<file path="src/rtl/prga_prog_loader_if.sv">
// Wishbone slave bus bundle for the PRGA bitstream loader.
interface prga_prog_loader_if;
  logic        cyc;
  logic        stb;
  logic        we;
  logic [3:0]  sel;
  logic [31:0] adr;
  logic [31:0] dat_w;
  logic [31:0] dat_r;
  logic        ack;

  modport master (output cyc, stb, we, sel, adr, dat_w, input ack, dat_r);
  modport slave  (input cyc, stb, we, sel, adr, dat_w, output ack, dat_r);
endinterface

</file>
<file path="src/rtl/prga_prog_loader.sv">
// Wishbone-fed bitstream loader: FIFO of 32-bit words serialized MSB-first onto the
// PRGA programming chain. Optional readback register: define PRGA_PROG_READBACK_EN.
module prga_prog_loader #(
  parameter logic [31:0] BASE_ADDR  = 32'h3000_0000,
  parameter int          FIFO_DEPTH = 4,
  parameter int          CLK_DIV    = 2
) (
  input  logic               wb_clk_i,
  input  logic               wb_rst_i,
  prga_prog_loader_if.slave  wbs,
  output logic               prog_clk,
  output logic               prog_rst,
  output logic               prog_done,
  output logic               prog_we,
  output logic               prog_din,
  input  logic               prog_dout,
  input  logic               prog_we_o
);
  localparam int AW = (FIFO_DEPTH > 1) ? $clog2(FIFO_DEPTH) : 1;
  localparam int CW = AW + 1;
  localparam int DW = (CLK_DIV > 1) ? $clog2(CLK_DIV) : 1;

  typedef enum logic [1:0] {IDLE, LOAD, LO, HI} state_t;
  state_t state;

  logic [31:0]   mem [FIFO_DEPTH];
  logic [AW-1:0] wr_ptr, rd_ptr;
  logic [CW-1:0] count;
  logic          overflow;
  logic [31:0]   shreg, bitcnt, rb_rd, rdata;
  logic [5:0]    bidx;
  logic [DW-1:0] div;

  logic       hit, wr, ctrl_wr, rst_nxt, flush, push, push_ok, pop;
  logic       empty, full, busy, div_last;
  logic [2:0] off;
  logic [3:0] level;
  logic       unused;

  assign hit      = wbs.cyc && wbs.stb && !wbs.ack && (wbs.adr[31:5] == BASE_ADDR[31:5]);
  assign wr       = hit && wbs.we;
  assign off      = wbs.adr[4:2];
  assign ctrl_wr  = wr && (off == 3'd0) && wbs.sel[0];
  // Next-cycle prog_rst, so abort/clear take effect on the same edge as the write
  assign rst_nxt  = ctrl_wr ? wbs.dat_w[0] : prog_rst;
  assign flush    = ctrl_wr && (wbs.dat_w[2] || (wbs.dat_w[0] && !prog_rst));
  assign empty    = (count == '0);
  assign full     = (count == CW'(FIFO_DEPTH));
  assign busy     = (state != IDLE) || !empty;
  assign pop      = (state == IDLE) && !empty && !rst_nxt;
  assign push     = wr && (off == 3'd2);
  assign push_ok  = push && (!full || pop);
  assign div_last = (div == DW'(CLK_DIV - 1));
  assign level    = 4'(count);
  assign unused   = ^{wbs.sel[3:1], wbs.adr[1:0]};

  always_ff @(posedge wb_clk_i)
    if (push_ok) mem[wr_ptr] <= wbs.dat_w;

  always_ff @(posedge wb_clk_i) begin
    if (wb_rst_i) begin
      wr_ptr   <= '0;
      rd_ptr   <= '0;
      count    <= '0;
      overflow <= 1'b0;
    end else begin
      if (flush) begin
        wr_ptr <= '0;
        rd_ptr <= '0;
        count  <= '0;
      end else begin
        if (push_ok) wr_ptr <= wr_ptr + 1'b1;
        if (pop)     rd_ptr <= rd_ptr + 1'b1;
        count <= count + CW'(push_ok) - CW'(pop);
      end
      if (ctrl_wr && wbs.dat_w[3])  overflow <= 1'b0;
      else if (push && full && !pop) overflow <= 1'b1;
    end
  end

  always_ff @(posedge wb_clk_i) begin
    if (wb_rst_i) begin
      prog_rst  <= 1'b1;
      prog_done <= 1'b0;
    end else begin
      prog_rst <= rst_nxt;
      if (ctrl_wr) prog_done <= wbs.dat_w[1];
    end
  end

  always_ff @(posedge wb_clk_i) begin
    if (wb_rst_i) begin
      state    <= IDLE;
      prog_clk <= 1'b0;
      prog_we  <= 1'b0;
      prog_din <= 1'b0;
      shreg    <= '0;
      bidx     <= '0;
      div      <= '0;
      bitcnt   <= '0;
    end else begin
      case (state)
        IDLE: begin
          prog_clk <= 1'b0;
          prog_we  <= 1'b0;
          if (pop) begin
            shreg <= mem[rd_ptr];
            bidx  <= '0;
            state <= LOAD;
          end
        end
        LOAD: begin
          div      <= '0;
          prog_clk <= 1'b0;
          prog_we  <= 1'b1;
          prog_din <= shreg[31];
          state    <= LO;
        end
        LO: begin
          if (div_last) begin
            div      <= '0;
            prog_clk <= 1'b1;
            state    <= HI;
          end else div <= div + 1'b1;
        end
        HI: begin
          if (div_last) begin
            div      <= '0;
            shreg    <= {shreg[30:0], 1'b0};
            bidx     <= bidx + 1'b1;
            bitcnt   <= bitcnt + 1'b1;
            prog_clk <= 1'b0;
            if (bidx == 6'd31) begin
              prog_we <= 1'b0;
              state   <= IDLE;
            end else begin
              prog_din <= shreg[30];
              state    <= LO;
            end
          end else div <= div + 1'b1;
        end
        default: state <= IDLE;
      endcase
      if (rst_nxt && state != IDLE) begin
        state    <= IDLE;
        prog_clk <= 1'b0;
        prog_we  <= 1'b0;
      end
      if (rst_nxt) bitcnt <= '0;
    end
  end

`ifdef PRGA_PROG_READBACK_EN
  logic [31:0] rb;
  always_ff @(posedge wb_clk_i) begin
    if (wb_rst_i || rst_nxt)         rb <= '0;
    else if (state == HI && div_last) rb <= {rb[30:0], prog_dout};
  end
  assign rb_rd = rb;
`else
  assign rb_rd = '0;
`endif

  always_comb begin
    rdata = '0;
    case (off)
      3'd0: rdata[1:0] = {prog_done, prog_rst};
      3'd1: rdata[9:0] = {prog_dout, prog_we_o, level, overflow, empty, full, busy};
      3'd3: rdata      = bitcnt;
      3'd4: rdata      = rb_rd;
      default: rdata   = '0;
    endcase
  end

  always_ff @(posedge wb_clk_i) begin
    if (wb_rst_i) begin
      wbs.ack   <= 1'b0;
      wbs.dat_r <= '0;
    end else begin
      wbs.ack   <= hit;
      wbs.dat_r <= (hit && !wbs.we) ? rdata : '0;
    end
  end
endmodule

</file>
<file path="src/flat_wrapper.sv">
// flat-port wrapper written by rule: the top's interface ports become plain ports
module prga_prog_loader_flat 
#(
  parameter logic [31:0] BASE_ADDR  = 32'h3000_0000,
  parameter int          FIFO_DEPTH = 4,
  parameter int          CLK_DIV    = 2
)
  (wb_clk_i, wb_rst_i, prog_clk, prog_rst, prog_done, prog_we, prog_din, prog_dout, prog_we_o, wbs_cyc, wbs_stb, wbs_we, wbs_sel, wbs_adr, wbs_dat_w, wbs_ack, wbs_dat_r);
  prga_prog_loader_if wbs_i ();
  input  logic wb_clk_i;
  input  logic wb_rst_i;
  output logic prog_clk;
  output logic prog_rst;
  output logic prog_done;
  output logic prog_we;
  output logic prog_din;
  input  logic prog_dout;
  input  logic prog_we_o;
  input wire logic [$bits(wbs_i.cyc)-1:0] wbs_cyc;
  input wire logic [$bits(wbs_i.stb)-1:0] wbs_stb;
  input wire logic [$bits(wbs_i.we)-1:0] wbs_we;
  input wire logic [$bits(wbs_i.sel)-1:0] wbs_sel;
  input wire logic [$bits(wbs_i.adr)-1:0] wbs_adr;
  input wire logic [$bits(wbs_i.dat_w)-1:0] wbs_dat_w;
  output wire logic [$bits(wbs_i.ack)-1:0] wbs_ack;
  output wire logic [$bits(wbs_i.dat_r)-1:0] wbs_dat_r;
  assign wbs_i.cyc = wbs_cyc;
  assign wbs_i.stb = wbs_stb;
  assign wbs_i.we = wbs_we;
  assign wbs_i.sel = wbs_sel;
  assign wbs_i.adr = wbs_adr;
  assign wbs_i.dat_w = wbs_dat_w;
  assign wbs_ack = wbs_i.ack;
  assign wbs_dat_r = wbs_i.dat_r;
  prga_prog_loader #(.BASE_ADDR(BASE_ADDR), .FIFO_DEPTH(FIFO_DEPTH), .CLK_DIV(CLK_DIV)) u_core (.wb_clk_i(wb_clk_i), .wb_rst_i(wb_rst_i), .wbs(wbs_i), .prog_clk(prog_clk), .prog_rst(prog_rst), .prog_done(prog_done), .prog_we(prog_we), .prog_din(prog_din), .prog_dout(prog_dout), .prog_we_o(prog_we_o));
endmodule
</file>
<file path="config.mk">
export PLATFORM = sky130hd
export DESIGN_NAME = prga_prog_loader_flat
export DESIGN_NICKNAME = d
export VERILOG_FILES = /design/src/rtl/prga_prog_loader_if.sv /design/src/rtl/prga_prog_loader.sv /design/src/flat_wrapper.sv
export SDC_FILE = /design/constraint.sdc
export NUM_CORES = 1
export LEC_CHECK = 0
export CAP_MARGIN = 20
export CELL_PAD_IN_SITES_DETAIL_PLACEMENT = 1
export CELL_PAD_IN_SITES_GLOBAL_PLACEMENT = 1
export CORE_ASPECT_RATIO = 0.8
export CORE_MARGIN = 10
export CORE_UTILIZATION = 49
export CTS_CLUSTER_SIZE = 8
export DETAILED_ROUTE_END_ITERATION = 12
export PLACE_DENSITY = 0.95
export SLEW_MARGIN = 0
export SYNTH_ARGS = -nofsm -noshare
export SYNTH_HDL_FRONTEND = slang
export SYNTH_SLANG_ARGS = --single-unit
</file>
<file path="constraint.sdc">
create_clock -name wb_clk_i -period 9.3 [get_ports wb_clk_i]
set_clock_uncertainty 0.05 [all_clocks]
set_input_delay 2.325 -clock wb_clk_i [delete_from_list [all_inputs] [get_ports wb_clk_i]]
set_output_delay 2.325 -clock wb_clk_i [all_outputs]
set_load 0.02 [all_outputs]
</file>
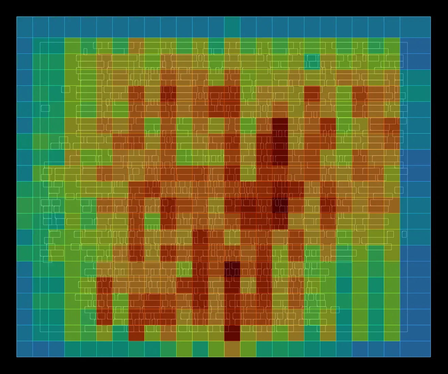
Figure 1: track usage over the die.
final core occ: 0.617
gr usage total: 0.233
met2 Usage GRT: 0.404
GR Util met3: 0.0415

==> results.json <==
{
  "outcome": "complete, no violations",
  "finalWorstSetupSlack_ns": 3.68,
  "cp_cell_sequence": "clkdlybuf4s50_1, nor4_1, nand4_1, o311ai_0, clkbuf_2, o21a_1, nor2_1, ha_1, fa_1, xnor2_1, xnor2_1, nor2_1",
  "startpoint": "wbs_adr[11]",
  "yosysWarningCount": 0,
  "synth-edff-count": 128,
  "lay_top_cells": "edfxtp_1 (128), dfxtp_1 (120), clkdlybuf4s50_1 (106), nor2_1 (95), clkbuf_16 (37)",
  "ys_cells": 733,
  "max-slew-margin-rel": 0.307,
  "ys_area_mm2": 0.00989,
  "syn_area_mm2": 0.00989,
  "yosysTopAreaCell": "edfxtp_1",
  "met2_length_mm": 16.2,
  "core_area_mm2": 0.0199,
  "synth_cell_type_count": 56,
  "met1Wirelength_mm": 12.3,
  "synth.most_common_cell": "edfxtp_1",
  "powerClk_w": 0.00124,
  "drtIter0Drc": 714,
  "place_hpwl_mm": 17.1,
  "r2r-end": "u_core.shreg[6]",
  "fillCellCount": 1894,
  "buffers": 117,
  "die_area_mm2": 0.0263,
  "combGateArea_mm2": 0.00339,
  "r2r_cells": 8,
  "fin_crit_ns": 5.62,
  "cpLargestDelayFamily": "AND-OR/OR-AND gates",
  "cp.required_ns": 9.63,
  "cts_buffer_depth": 3,
  "wirelength_mm": 31.3
}
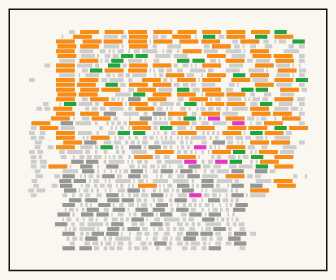
Figure 2: sequential cells colored by netlist name.
Other sequential cells in the stronger gray, the rest of the logic in the fainter gray.
color	signal	placed flops
magenta	u_core.bidx	6
orange	u_core.mem	128
green	u_core.shreg	32
Seq. cell area: 0.00627 mm2
flop share of the area: 0.511
Seq power: 0.00122 W

Power and IR drop assume default switching activity.
